### Placed cells, one color a class, run 1

Fill, decap, tap and diode cells in gray.
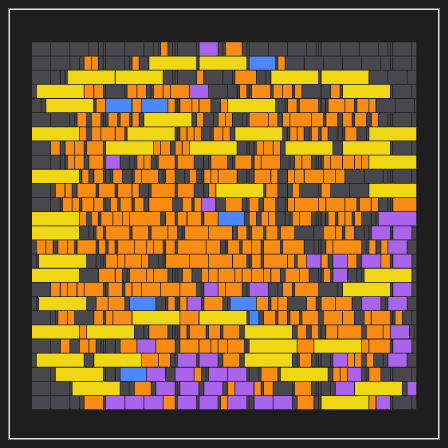
### Signal metal coverage by tile, run 1

The bar under the picture is 20 um long. The die is cut into 16 by 16 equal tiles; black is low, pale yellow is high, scaled to the fullest tile. Values are wire area over tile area, all layers added.
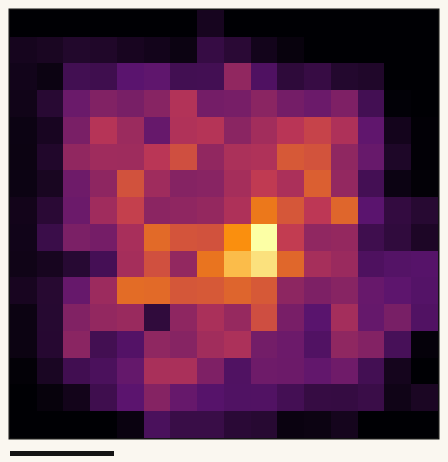
### Where the registers sit, run 1

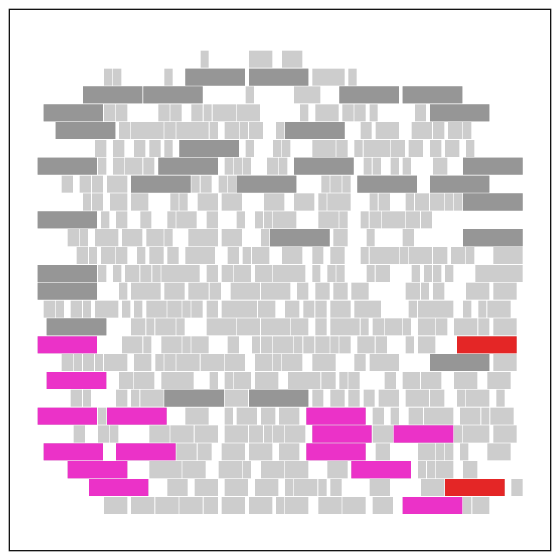
Design mul_flux_scheduler, sky130hd; sources not shown.
==> CHANGELOG.md, run 1 <==
### Changed

- Number of buffers and inverters on the critical path: 4
- Total CTS buffers: 5
- H-tree depth: 2
- Synth Seq Share: 35.8%
- Hold Crit Depth: 2
- Mapped Area: 3150 um2
- Final hold violation count: 0
- GRT met1 Usage: 36.8%
- Dpl hpwl: 6430 um
- Grt total ovfl: 0
- Crit path top cell by count: a22oi_1
- CTS tree: built
- Setup TNS: 0 ns
- Pleak: 1.67 nW
- Max_slew headroom: 39.7%
- Cells after synthesis: approximately 380
- Run status: completed
- Filler instances: 430
- Max frequency: about 140 MHz
- Asr flop ratio synth: 100%
- Core ar.: 5240 um2
- Pin count of the biggest net entering global routing: approximately 48
- Post-Synthesis Net Count: 418
- CP delay by family, top: AND-OR/OR-AND gates
- Most frequent cell after synthesis: nand2_1
- Setup crit end kind: output pin
- Crit path largest cell delay: between 0.4 and 0.5 ns
- DRC: 0
- I/O pin count: 37
- Fp util: between 60% and 70%
- Slowest CP cell: o211a_1
- Unrepaired setup endpoints after global routing: no
- Avg Inst Size Synth: 8.19 um2
- Top cell area share: 35.8%
- WP depth: 16
- Vias in the first global route: 2927
## Picture notes: 'Placed cells, one color a class'
| color | class | cells |
|---|---|---|
| orange | combinational and other logic | 320 |
| blue | clock drivers and dummy loads | 8 |
| purple | other buffers and delay cells | 46 |
| yellow | flops | 45 |
flop share of the area: 30.5%
row cnt: 26

## Picture notes: 'Signal metal coverage by tile'
tiles over half the peak: 11%
densest ninth of the die: center
emptiest ninth of the die: upper right
final WL: 8590 um
average wire per standard cell: 17.6 um
gr usage total: 27.5%
Via Count: 3080

## Picture notes: 'Where the registers sit'
| color | netlist name | placed flops |
|---|---|---|
| red | busy | 2 |
| magenta | max_q | 14 |
not colored: 29
Sequential Area: 1130 um2
Core Util, Final: 70.4%
Seq group: 0.402 mW

-- run 1: metal layers --
layer	part of all wire, %	vias up
met5	0	-
met4	2.5	0
met3	7.1	24
met2	47	147
met1	43	1450
li1	-	1459
-- run 1: final cells by class --
| type | count | area share, % |
|---|---|---|
| clock inverter | 1 | 0.136 |
| timing repair buffer | 46 | 11.9 |
| multi-input combinational | 307 | 51.1 |
| sequential | 45 | 30.5 |
| tap | 70 | 2.38 |
| inverter | 13 | 1.32 |
| clock buffer | 7 | 2.61 |
-- run 1: logic make-up (layout without fill, tap and decap cells) --
group	count (synthesis)	after routing	share of synthesized area, %
compound gates	108	108	22.8
xor+xnor	13	13	3.62
simple gates	156	156	22.8
mux	20	20	6.64
buf+inv	32	67	4.41
fa+ha+maj	10	10	3.98
flops	45	45	35.8
-- run 1: cells in the final DEF (no fill, tap or decap), drive strengths merged, types with 10 or more instances in the layout --
cell and n:
a21oi 16, mux2i 16, clkdlybuf4s50 34, o21ai 39
dfrtp 45, ha 10, buf 12, nand2 71
nor2 33, nor3 14, xor2 10, a22o 11
inv 13
-- run 1: power by group --
| group | total, mW | internal (mW) | switching [mW] |
|---|---|---|---|
| registers | 0.402 | 0.318 | 0.0835 |
| logic | 0.883 | 0.345 | 0.538 |
| clock network | 0.167 | 0.0840 | 0.0833 |
-- run 1: stage by stage --
stage               util, %  std cells  worst slack [ns]  cell area [um2]  hold slack [ns]
global placement       68.4        481             0.629             3580            0.317
floorplan                 -        384             0.234             3150            0.305
CTS                    70.4        489             0.472             3690            0.351
global route           70.4        489            0.0954             3690            0.383
detailed placement     68.4        481             0.468             3580            0.331
finish                 70.4        489             0.411             3690            0.352
==> run 1 -> run 2 <==
- CTS_CLUSTER_SIZE: 30 -> default
### Cell placement, run 2

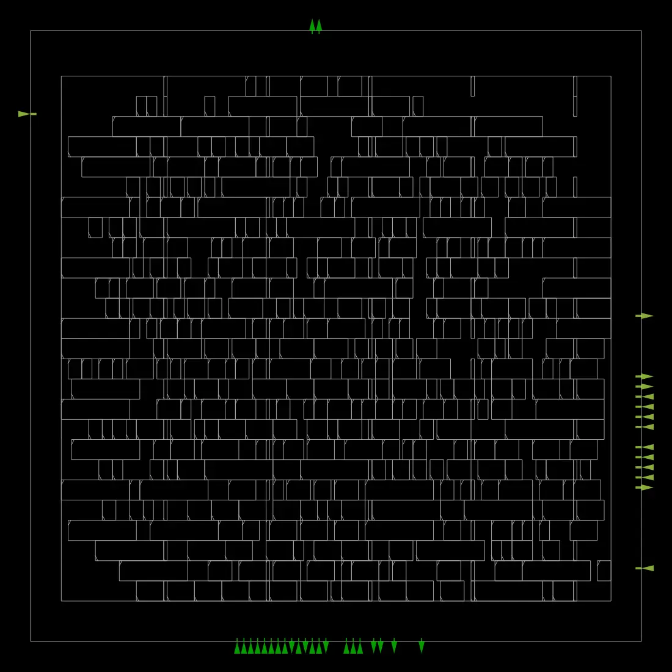
flop count: 45
filler instances: 430

### Signal metal coverage by tile, run 2

The bar under the picture is 20 um long. The die is cut into 16 by 16 equal tiles; black is low, pale yellow is high, scaled to the fullest tile. Values are wire area over tile area, all layers added.
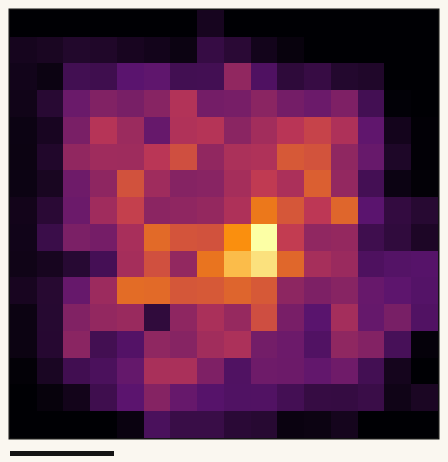
mean over tiles: 0.21
fullest tile: 0.81
nearly empty tiles: 15%
emptiest ninth of the die: upper right
tiles over half the peak: 11%
densest ninth of the die: center

==> run 2 against run 1 <==
  * Flip-flop count unchanged
  * Clock power about the same
  * Sequential share of layout area unchanged
  * Core utilization unchanged
  * First-iteration DRC count unchanged
  * Critical path type unchanged
  * Largest cell class unchanged
==> CHANGELOG.md, run 2 <==
### Changed

- Run status: completed
- I/O pin count: 37 (unchanged)
- Top cell area share: 35.8% (unchanged)
- Via Count: 3080 (unchanged)
- Max frequency: 142 MHz (unchanged)
- Average wire per standard cell: 17.6 um (unchanged)
- Fin area: 3690 um2 (unchanged)
- Fp util: 60.1% (unchanged)
- Hold Crit Depth: 2 (unchanged)
- Vias in the first global route: 2927 (unchanged)
- CTS tree: built
- Post-Synthesis Net Count: 418 (unchanged)
- Cells after synthesis: 384 (unchanged)
- Area after DPL: 3580 um2 (unchanged)
- H-tree depth: 2 (unchanged)
- Gr usage total: 27.5% (unchanged)
- Pin count of the biggest net entering global routing: 48 (unchanged)
- Dpl hpwl: 6430 um (unchanged)
- Total CTS buffers: 5 (unchanged)
- Setup TNS: 0 ns (unchanged)
- Max_slew headroom: 39.7% (unchanged)
- Final hold violation count: 0 (unchanged)
- Setup crit end kind: output pin
- Most frequent logic cell in the layout: nand2_1
- DRC: 0 (unchanged)
[run 2: where the power goes]
part           switching, mW  internal [mW]
clock                 0.0833         0.0840
combinational          0.538          0.345
sequential            0.0835          0.318
total                  0.704          0.747
[run 2: final cells by class]
type | instances | area (um2) | area share, %
Clock buffer | 7 | 96.3 | 2.61
Clock inverter | 1 | 5.00 | 0.136
Inverter | 13 | 48.8 | 1.32
Multi-Input combinational cell | 307 | 1880 | 51.1
Sequential cell | 45 | 1130 | 30.5
Tap cell | 70 | 87.6 | 2.38
Timing Repair Buffer | 46 | 440 | 11.9
[run 2: critical path, stage by stage]
cell and delay, ns:
clkdlybuf4s50_1 0.41, nor3b_2 0.38, o211a_1 0.43, buf_4 0.27, mux2i_1 0.33, inv_1 0.15, ha_1 0.29, o21ai_0 0.22
a22oi_1 0.12, mux2_2 0.30, a21oi_1 0.17, a22oi_1 0.10, a41o_1 0.30, nand2_1 0.16, nor2_1 0.09, buf_12 0.16
[run 2: cell families after synthesis]
group	Yosys count	share of synthesized area, %
and+or+nand+nor	156	22.8
AOI/OAI and AO/OA	108	22.8
DFF	45	35.8
buffers and inverters	32	4.41
muxes	20	6.64
xor gates and xnor gates	13	3.62
adders and majority gates	10	3.98
[run 2: stage by stage]
step                      utilization, %  std cells  hold slack, ns  total power [mW]  setup WS (ns)
after global routing                70.4        489           0.383              1.56         0.0954
final                               70.4        489           0.352              1.45          0.411
after CTS                           70.4        489           0.351              1.44          0.472
after detailed placement            68.4        481           0.331              1.26          0.468
after floorplan                        -        384           0.305              1.04          0.234
after global placement              68.4        481           0.317              1.23          0.629
[run 2: layer usage]
layer	routed length, um	global-route usage (%)
met1	3700	36.8
met2	4060	44.5
met3	609	4.66
met4	217	10.6
met5	0	0
Power is estimated from default activity; no workload was simulated.
